Fig. 1: metal 1
Supply wires on this layer in gray.
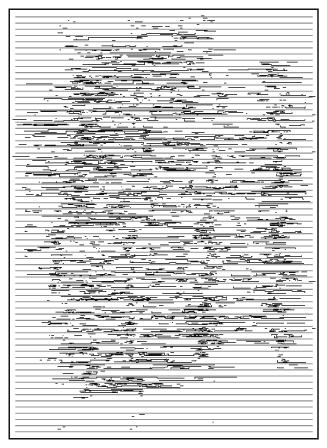
Fig. 2: M2 wires
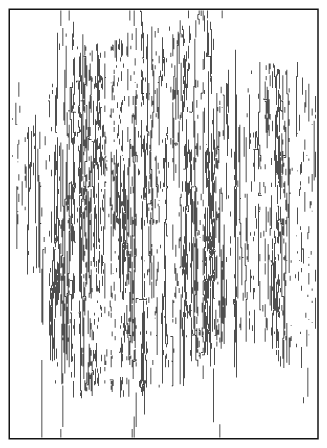
## config.mk

```make
export PLATFORM = sky130hd
export DESIGN_NAME = approx_mul_pipe
export DESIGN_NICKNAME = d
export VERILOG_FILES = /design/src/rtl/approx_mul_pipe.sv
export SDC_FILE = /design/constraint.sdc
export NUM_CORES = 1
export LEC_CHECK = 0
export ABC_AREA = 0
export CORE_AREA = 2 2 133 186
export CTS_BUF_LIST = sky130_fd_sc_hd__clkbuf_4
export CTS_CLUSTER_SIZE = 16
export DETAILED_ROUTE_END_ITERATION = 16
export DIE_AREA = 0 0 135 188
export GPL_ROUTABILITY_DRIVEN = 0
export GPL_TIMING_DRIVEN = 1
export SYNTH_ARGS = -nofsm -noshare
export SYNTH_HDL_FRONTEND = slang
export SYNTH_SLANG_ARGS = --single-unit
```

## constraint.sdc

```tcl
create_clock -name clk -period 4.6 [get_ports clk]
set_input_delay 0.92 -clock clk [delete_from_list [all_inputs] [get_ports clk]]
set_output_delay 0.92 -clock clk [all_outputs]
set_load 0.05 [all_outputs]
```

## src/rtl/approx_mul_pipe.sv

```systemverilog
// approx_mul_pipe: pipelined W x W unsigned multiplier built from four H x H
// quadrant products (H = W/2), each with its own run-time approximation mode.
// Every result is compared against the exact product. Saturating counters
// record how many results were delivered and how many of them were inexact.
//
// Ports:
//   clk, rst_n            clock (rising edge), asynchronous active-low reset
//   in_valid / in_ready   input handshake for a, b, mode
//   a, b                  W-bit unsigned operands
//   mode                  2 bits per quadrant: [1:0] LL, [3:2] LH, [5:4] HL, [7:6] HH
//                         0 exact, 1 clear TRUNC_LO lsbs, 2 clear 2*TRUNC_LO lsbs, 3 zero
//   out_valid / out_ready output handshake for prod, exact_err
//   prod                  2W-bit approximate product
//   exact_err             prod != a*b for this transaction
//   err_cnt, tx_cnt       saturating counters of inexact / delivered results
//   stat_clr              synchronous clear of both counters

// One quadrant: exact H x H product followed by the selected approximation.
module approx_quad #(
    parameter int W        = 8,
    parameter int TRUNC_LO = 2
) (
    input  logic [W/2-1:0] x_i,
    input  logic [W/2-1:0] y_i,
    input  logic [1:0]     mode_i,
    output logic [W-1:0]   p_o
);
    localparam int H = W / 2;
    localparam logic [W-1:0] MASK1 = {W{1'b1}} << TRUNC_LO;
    localparam logic [W-1:0] MASK2 = {W{1'b1}} << (2 * TRUNC_LO);

    logic [W-1:0] full;
    assign full = {{H{1'b0}}, x_i} * {{H{1'b0}}, y_i};

    always_comb begin
        p_o = full;
        case (mode_i)
            2'd0:    p_o = full;
            2'd1:    p_o = full & MASK1;
            2'd2:    p_o = full & MASK2;
            default: p_o = '0;
        endcase
    end
endmodule

module approx_mul_pipe #(
    parameter int W        = 8,
    parameter int TRUNC_LO = 2,
    parameter int CNT_W    = 16
) (
    input  logic             clk,
    input  logic             rst_n,
    input  logic             in_valid,
    output logic             in_ready,
    input  logic [W-1:0]     a,
    input  logic [W-1:0]     b,
    input  logic [7:0]       mode,
    output logic             out_valid,
    input  logic             out_ready,
    output logic [2*W-1:0]   prod,
    output logic             exact_err,
    output logic [CNT_W-1:0] err_cnt,
    output logic [CNT_W-1:0] tx_cnt,
    input  logic             stat_clr
);
    localparam int H = W / 2;
    localparam logic [CNT_W-1:0] CNT_ONE = 1;
    localparam logic [CNT_W-1:0] CNT_MAX = '1;

    typedef struct packed {
        logic [W-1:0] a;
        logic [W-1:0] b;
        logic [7:0]   mode;
    } req_t;

    // Stage valids, index = stage number.
    logic [3:1] vld_q;
    logic       rdy1, rdy2, rdy3;

    // A stage may load when it is empty or its contents leave this cycle.
    assign rdy3     = !vld_q[3] || out_ready;
    assign rdy2     = !vld_q[2] || rdy3;
    assign rdy1     = !vld_q[1] || rdy2;
    assign in_ready = rdy1;

    always_ff @(posedge clk or negedge rst_n) begin
        if (!rst_n) begin
            vld_q <= '0;
        end else begin
            if (rdy1) vld_q[1] <= in_valid;
            if (rdy2) vld_q[2] <= vld_q[1];
            if (rdy3) vld_q[3] <= vld_q[2];
        end
    end

    // ---------------- S1: operand capture ----------------
    req_t s1_q;

    always_ff @(posedge clk or negedge rst_n) begin
        if (!rst_n)                s1_q <= '0;
        else if (rdy1 && in_valid) s1_q <= '{a: a, b: b, mode: mode};
    end

    // ---------------- S2: quadrant products + exact reference ----------------
    logic [3:0][H-1:0] qx, qy;
    logic [3:0][W-1:0] pp_d, pp_q;
    logic [2*W-1:0]    exact_d, exact_q;

    // Quadrant order matches the mode field: 0 LL, 1 LH, 2 HL, 3 HH.
    assign qx = {s1_q.a[W-1:H], s1_q.a[W-1:H], s1_q.a[H-1:0], s1_q.a[H-1:0]};
    assign qy = {s1_q.b[W-1:H], s1_q.b[H-1:0], s1_q.b[W-1:H], s1_q.b[H-1:0]};

    for (genvar q = 0; q < 4; q++) begin : g_quad
        approx_quad #(.W(W), .TRUNC_LO(TRUNC_LO)) u_quad (
            .x_i    (qx[q]),
            .y_i    (qy[q]),
            .mode_i (s1_q.mode[2*q +: 2]),
            .p_o    (pp_d[q])
        );
    end

    assign exact_d = {{W{1'b0}}, s1_q.a} * {{W{1'b0}}, s1_q.b};

    always_ff @(posedge clk or negedge rst_n) begin
        if (!rst_n) begin
            pp_q    <= '0;
            exact_q <= '0;
        end else if (rdy2 && vld_q[1]) begin
            pp_q    <= pp_d;
            exact_q <= exact_d;
        end
    end

    // ---------------- S3: exact recombination + error flag ----------------
    logic [2*W-1:0] mid, prod_d, prod_q;
    logic           err_d, err_q;

    assign mid    = ({{W{1'b0}}, pp_q[1]} + {{W{1'b0}}, pp_q[2]}) << H;
    assign prod_d = {pp_q[3], {W{1'b0}}} + mid + {{W{1'b0}}, pp_q[0]};
    assign err_d  = (prod_d != exact_q);

    // Loads only with a real transaction so a held or idle output stays put.
    always_ff @(posedge clk or negedge rst_n) begin
        if (!rst_n) begin
            prod_q <= '0;
            err_q  <= 1'b0;
        end else if (rdy3 && vld_q[2]) begin
            prod_q <= prod_d;
            err_q  <= err_d;
        end
    end

    assign out_valid = vld_q[3];
    assign prod      = prod_q;
    assign exact_err = err_q;

    // ---------------- Statistics ----------------
    logic             deliver;
    logic [CNT_W-1:0] tx_d, tx_q, errc_d, errc_q;

    assign deliver = vld_q[3] && out_ready;

    // Clear wins, but a delivery in the same cycle is still counted.
    always_comb begin
        tx_d   = tx_q;
        errc_d = errc_q;
        if (stat_clr) begin
            tx_d   = deliver ? CNT_ONE : '0;
            errc_d = (deliver && err_q) ? CNT_ONE : '0;
        end else if (deliver) begin
            if (tx_q != CNT_MAX)            tx_d   = tx_q + CNT_ONE;
            if (err_q && errc_q != CNT_MAX) errc_d = errc_q + CNT_ONE;
        end
    end

    always_ff @(posedge clk or negedge rst_n) begin
        if (!rst_n) begin
            tx_q   <= '0;
            errc_q <= '0;
        end else begin
            tx_q   <= tx_d;
            errc_q <= errc_d;
        end
    end

    assign tx_cnt  = tx_q;
    assign err_cnt = errc_q;
endmodule

```

==> flow_metrics.env <==
# implementation run metrics
export IMPL_final_cells=1364
export IMPL_logic_area_sq_mm=0.00570
export IMPL_p_switching_uw=3000
export IMPL_buffers=98
export IMPL_ys_sh_xor_pct=7.95
export IMPL_maxSlewHeadroom_pct=43.0
export IMPL_floorplan_core_util_pct=39.3
export IMPL_die_area_sq_mm=0.0254
export IMPL_setup_violations_final=0
export IMPL_arrival_ns=4.82
export IMPL_yosys_warnings=0
export IMPL_cp_start_kind="flop"
export IMPL_mostFrequentLayoutCells="inv_1, dfrtp_1, nand2_1, ha_1, clkdlybuf4s50_1"
export IMPL_clk_pin_slew_worst_paths_ns=0.12
export IMPL_synthArstFlopShare_pct=100
export IMPL_die_h_microns=188
export IMPL_area_growth_pct=16.3
export IMPL_grt_pass1_vias=6933
export IMPL_bufAreaShareNonClock_pct=8.59
export IMPL_yosysChipArea_sq_mm=0.00936
export IMPL_slowest_delay_ns=0.56
export IMPL_core_sq_mm=0.0238
export IMPL_reg2regPathDepth=16
export IMPL_top_area_cell="dfrtp_1"
export IMPL_cts_tree="built"
export IMPL_status="completed"
export IMPL_p_sw_share_pct=46.3
export IMPL_drc_errors=0
export IMPL_n_tap_cell=310
export IMPL_holdWs_ns=0.425
export IMPL_largest_register_ffs=32
export IMPL_clockBufferDepth=2
export IMPL_critical_path_top_delay_family="adder cells"
export IMPL_min_period_ns=4.38
export IMPL_synthesis_instances=949
export IMPL_tool_warnings=29
export IMPL_ant_nets=0
export IMPL_mux_share_pct=4.63
export IMPL_ys_cells=949
export IMPL_final_clk_cell_share_pct=2.78
export IMPL_comb_power_uw=4050
export IMPL_r2r_start="qy[6]"
export IMPL_wl_met2_mm=11.1
export IMPL_post_route_period_util_pct=95.3
export IMPL_crit_path_end="exact_q[15]"
-- Fig. 1 (at the start) --
wire length on this layer	8830 microns
main direction	horizontal
nets with wire on the layer	1115
DRT Wirelength: 21.1 mm
routed vias: 6640
GRT met1 Usage: 20.7%

-- Fig. 2 (at the start) --
main direction	vertical
share of all routed wire	53%
longest straight run	67.3 microns
nets with wire on the layer	1000
wire length on this layer	11100 microns
grt met2 use: 32.0%

